$ cat config.mk
export PLATFORM = sky130hd
export DESIGN_NAME = branch_predictor
export DESIGN_NICKNAME = d
export VERILOG_FILES = /design/src/rtl/branch_predictor.sv
export SDC_FILE = /design/constraint.sdc
export NUM_CORES = 1
export LEC_CHECK = 0
export CAP_MARGIN = 10
export CORE_ASPECT_RATIO = 0.5
export CORE_MARGIN = 5
export CORE_UTILIZATION = 53
export CTS_BUF_LIST = sky130_fd_sc_hd__clkbuf_2 sky130_fd_sc_hd__clkbuf_4 sky130_fd_sc_hd__clkbuf_8
export DETAILED_ROUTE_END_ITERATION = 10
export GPL_TIMING_DRIVEN = 1
export PLACE_DENSITY = 0.8
export SETUP_SLACK_MARGIN = 0.5
export SLEW_MARGIN = 20
export SYNTH_ARGS = -nofsm -noshare
export SYNTH_HDL_FRONTEND = slang
export SYNTH_SLANG_ARGS = --single-unit
export TNS_END_PERCENT = 1
$ cat constraint.sdc
create_clock -name clk -period 3.4 [get_ports clk]
set_input_delay 0.34 -clock clk [delete_from_list [all_inputs] [get_ports clk]]
set_output_delay 0.34 -clock clk [all_outputs]
set_load 0.01 [all_outputs]
$ cat src/rtl/branch_predictor.sv
// Direct-mapped BTB branch predictor with saturating counters, combinational lookup and resolve.
// Define BP_STATS_EN to add saturating resolved-branch and misprediction counters.
module branch_predictor #(
    parameter int ADDR_W  = 16,
    parameter int ENTRIES = 16,
    parameter int CTR_W   = 2
) (
    input  logic              clk,
    input  logic              rst,
    input  logic [ADDR_W-1:0] lk_pc,
    output logic              lk_hit,
    output logic              lk_taken,
    output logic [ADDR_W-1:0] lk_target,
    input  logic              upd_valid,
    input  logic [ADDR_W-1:0] upd_pc,
    input  logic              upd_taken,
    input  logic [ADDR_W-1:0] upd_target,
    input  logic              upd_pred_taken,
    input  logic [ADDR_W-1:0] upd_pred_target,
    output logic              mispredict,
`ifdef BP_STATS_EN
    output logic [15:0]       stat_upd,
    output logic [15:0]       stat_miss,
`endif
    output logic [ADDR_W-1:0] redirect_pc
);

    localparam int IDX_W = $clog2(ENTRIES);
    localparam int TAG_W = ADDR_W - IDX_W - 1;
    localparam logic [CTR_W-1:0] CTR_WEAK_T  = CTR_W'(1) << (CTR_W - 1);
    localparam logic [CTR_W-1:0] CTR_WEAK_NT = CTR_WEAK_T - CTR_W'(1);
    localparam logic [CTR_W-1:0] CTR_MAX     = '1;

    logic              entry_valid  [ENTRIES];
    logic [TAG_W-1:0]  entry_tag    [ENTRIES];
    logic [ADDR_W-1:0] entry_target [ENTRIES];
    logic [CTR_W-1:0]  entry_ctr    [ENTRIES];

    logic [IDX_W-1:0] lk_idx;
    logic [TAG_W-1:0] lk_tag;
    logic [IDX_W-1:0] upd_idx;
    logic [TAG_W-1:0] upd_tag;
    logic             upd_hit;

    function automatic logic [CTR_W-1:0] sat_inc(input logic [CTR_W-1:0] c);
        return (c == CTR_MAX) ? c : c + CTR_W'(1);
    endfunction

    function automatic logic [CTR_W-1:0] sat_dec(input logic [CTR_W-1:0] c);
        return (c == '0) ? c : c - CTR_W'(1);
    endfunction

    assign lk_idx  = lk_pc[IDX_W:1];
    assign lk_tag  = lk_pc[ADDR_W-1:IDX_W+1];
    assign upd_idx = upd_pc[IDX_W:1];
    assign upd_tag = upd_pc[ADDR_W-1:IDX_W+1];
    assign upd_hit = entry_valid[upd_idx] && (entry_tag[upd_idx] == upd_tag);

    // Lookup is forced to a miss while rst is high, even though the table clears only at the edge.
    always_comb begin
        lk_hit    = !rst && entry_valid[lk_idx] && (entry_tag[lk_idx] == lk_tag);
        lk_taken  = lk_hit && entry_ctr[lk_idx][CTR_W-1];
        lk_target = lk_taken ? entry_target[lk_idx] : lk_pc + ADDR_W'(2);
    end

    always_comb begin
        mispredict  = upd_valid && ((upd_taken != upd_pred_taken) ||
                                    (upd_taken && (upd_target != upd_pred_target)));
        redirect_pc = upd_taken ? upd_target : upd_pc + ADDR_W'(2);
    end

    always_ff @(posedge clk) begin
        if (rst) begin
            for (int i = 0; i < ENTRIES; i++) begin
                entry_valid[i] <= 1'b0;
                entry_ctr[i]   <= CTR_WEAK_NT;
            end
        end else if (upd_valid) begin
            if (upd_hit) begin
                entry_ctr[upd_idx] <= upd_taken ? sat_inc(entry_ctr[upd_idx])
                                                : sat_dec(entry_ctr[upd_idx]);
            end else if (upd_taken) begin
                entry_valid[upd_idx] <= 1'b1;
                entry_ctr[upd_idx]   <= CTR_WEAK_T;
            end
        end
    end

    // Tag and target are data: written on any taken update, never reset.
    always_ff @(posedge clk) begin
        if (!rst && upd_valid && upd_taken) begin
            entry_tag[upd_idx]    <= upd_tag;
            entry_target[upd_idx] <= upd_target;
        end
    end

`ifdef BP_STATS_EN
    always_ff @(posedge clk) begin
        if (rst) begin
            stat_upd  <= '0;
            stat_miss <= '0;
        end else begin
            if (upd_valid && stat_upd != 16'hFFFF)
                stat_upd <= stat_upd + 16'd1;
            if (mispredict && stat_miss != 16'hFFFF)
                stat_miss <= stat_miss + 16'd1;
        end
    end
`endif

endmodule

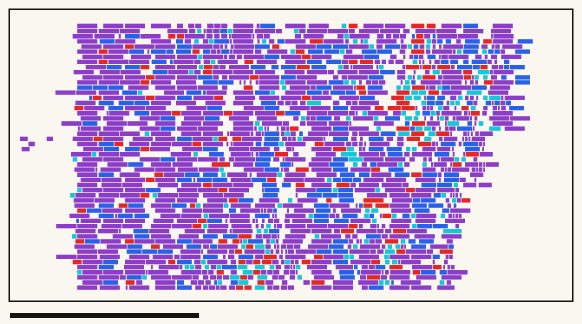
**Above:** run 1 (sizing map).
Scale bar: 100 um.
[cyan] _3 and _4 cells | cells: 165 | share: 11% | most used: buf_4
[blue] _2 cells | cells: 258 | share: 17% | most used: mux4_2
[red] _6 and larger | cells: 134 | share: 9.0% | most used: clkbuf_8
[purple] _0 and _1 cells | cells: 926 | share: 62% | most used: edfxtp_1

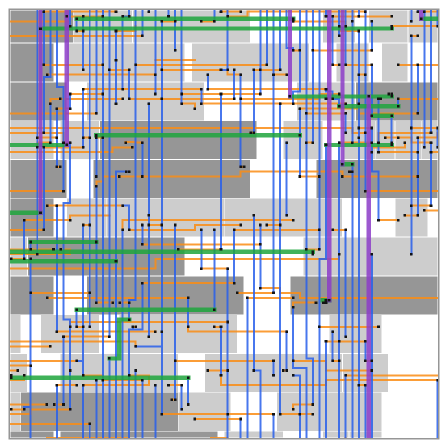
**Above:** run 1 (zoomed window).
Region (209, 24) to (239, 54) um. Cells in grey, sequential cells in the stronger grey; small squares are vias.
[orange] metal 1
[green] metal 3
[purple] metal 4
[blue] metal 2
netlist names of flops here include: entry_tag (8)
most frequent: mux4_2 (8), edfxtp_1 (8)
sequential cells in the window: 8
cells with their middle in the window: 40

==> CHANGELOG.md, run 1 <==
### Metrics

* WL per Instance at 30.47 um
* Mux share at 22.47%
* Clock buffers at approximately 85
* Fin cells at 2023
* Synth cell count leaders: 464 x edfxtp_1, 183 x mux4_2, 51 x nand2_1, 44 x xnor2_1, 38 x clkbuf_1
* Largest regs: entry_target (256), entry_tag (176), entry_ctr (32)
* Clk power at 4.40 mW
* Critical Path Start: entry_tag[0][2]$_DFFE_PP_
* Final min period at 3.906 ns
* Power density over the cells at 461.3 mW/mm2
* Reg-to-reg endpoint: entry_ctr[11][0]$_SDFFCE_PN1P_
* Critical Path RT at 3.06 ns
* Largest net degree at the start of global routing at 45
* Sequential cell area share at 53.69%
* DRT iter0 DRCs at 1976
* Status: finished, violations left
* Failing checks: setup timing
* Largest cell class by area: sequential cells
* Dominant cell area share at 63.37%
* Adder share at 0.2845%
* Sequential cell power at 6.56 mW
* CP Class: reg2out
* First-pass GRT wire length at around 90 mm
* Via count at about 13000
* Endpoints failing setup at 18
* Post-Syn Area per Cell at ~18 um2
* ClkCell Share at between 4 and 5%
* Mapped Area at 0.02199 mm2
* Number of I/O pins at 104
* Vias in the first global route at 13880
* Reported max-cap violation count at 0
* Comb area at ~0.0076 mm2
* Fraction of layout cells with a size suffix above 1 at 37.56%
* Dpl hpwl at between 30 and 40 mm
* Die height at roughly 150 um
* Dominant power group: sequential cells
* Worst slew pin tran at a little over 0.8 ns
* Die X at about 300 um
* Switching Fraction at a little under a quarter
* Final WS setup at -0.5059 ns
* Ys flops at 480
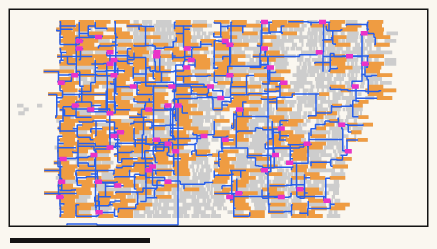
**Above:** run 1 (clock wires, drivers and flops).
Scale bar: 100 um.
[magenta] clock drivers | count: 68
[blue] clock wires | length: 5800 um
[orange] flip-flops | count: 480
flops lie: all over the die
routed clock nets: 69

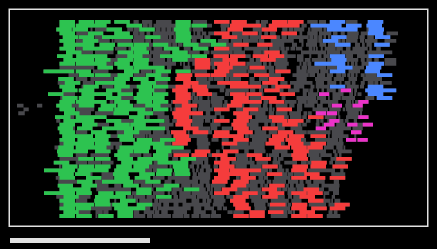
**Above:** run 1 (sequential cells coloured by netlist name).
Scale bar: 100 um. Other cells in grey.
[green] entry_target | placed flops: 256 | where: a column on the left
[blue] entry_ctr | placed flops: 32 | where: upper right
[red] entry_tag | placed flops: 176
[magenta] entry_valid | placed flops: 16 | where: middle right

## Run 2: what changed since run 1
--- a/config.mk
+++ b/config.mk
@@ -8,11 +8,11 @@
 export CAP_MARGIN = 10
 export CORE_ASPECT_RATIO = 0.5
 export CORE_MARGIN = 5
-export CORE_UTILIZATION = 53
+export CORE_UTILIZATION = 57
 export CTS_BUF_LIST = sky130_fd_sc_hd__clkbuf_2 sky130_fd_sc_hd__clkbuf_4 sky130_fd_sc_hd__clkbuf_8
 export DETAILED_ROUTE_END_ITERATION = 10
 export GPL_TIMING_DRIVEN = 1
-export PLACE_DENSITY = 0.8
+export PLACE_DENSITY = 0.85
 export SETUP_SLACK_MARGIN = 0.5
 export SLEW_MARGIN = 20
 export SYNTH_ARGS = -nofsm -noshare
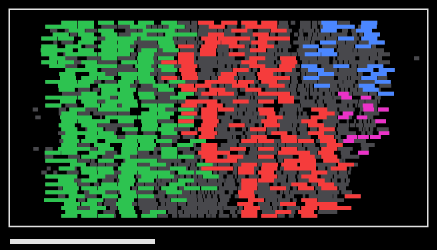
**Above:** run 2 (sequential cells coloured by netlist name).
Scale bar: 100 um. Other cells in grey.
[green] entry_target | placed flops: 256 | where: a column on the left
[blue] entry_ctr | placed flops: 32 | where: upper right
[magenta] entry_valid | placed flops: 16 | where: middle right
[red] entry_tag | placed flops: 176

==> CHANGELOG.md, run 2 <==
### Metrics

* Status: finished, violations left
* Failing checks: setup timing
* Sequential cell power at 6.56 mW (about the same)
* Dpl hpwl at 38.80 mm (+1.7%)
* Clock buffers at 92 (+8.2%)
* Power density over the cells at 470.5 mW/mm2 (+2.0%)
* Initial antenna violation count at 1
* WL per Instance at 31.59 um (+3.7%)
* Mux share at 22.47% (unchanged)
* Mapped Area at 0.02199 mm2 (unchanged)
* Dominant cell area share at 63.37% (unchanged)
* CP Class: reg2out
* Adder share at 0.2845% (unchanged)
* Largest net degree at the start of global routing at 67 (+49%)
* Reg-to-reg endpoint: entry_ctr[6][0]$_SDFFCE_PN1P_
* Via count at 13630 (+1.9%)
* Final Power at 12.44 mW
* Ys flops at 480 (unchanged)
* ClkCell Share at 5.165% (+0.33 points)
* Post-Syn Area per Cell at 18.48 um2 (unchanged)
* Comb area at 0.007604 mm2 (+0.21%)
* Die height at 148.9 um (-3.3%)
* Endpoints failing setup at 18 (unchanged)
* Synth cell count leaders: 464 x edfxtp_1, 183 x mux4_2, 51 x nand2_1, 44 x xnor2_1, 38 x clkbuf_1
* Clk power at 4.59 mW (+4%)
* Max VDD drop at 0.2658 mV
* Final WS setup at -0.5232 ns (-0.01729 ns)
* Number of I/O pins at 104 (unchanged)
* First-pass GRT wire length at 91.47 mm (+1.1%)
* Comb pwr at roughly 1.3 mW
* Reported max-cap violation count at 0 (unchanged)
* Die X at 287.8 um (-3.5%)
* Critical Path Start: entry_tag[0][1]$_DFFE_PP_
* Fin cells at 1996 (-1.3%)
* Vias in the first global route at 14220 (+2.4%)
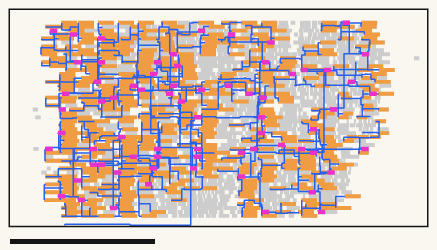
**Above:** run 2 (clock wires, drivers and flops).
Scale bar: 100 um.
[blue] clock wires | length: 5530 um
[orange] flip-flops | count: 480
[magenta] clock drivers | count: 69
routed clock nets: 70

Power and IR drop assume default switching activity.
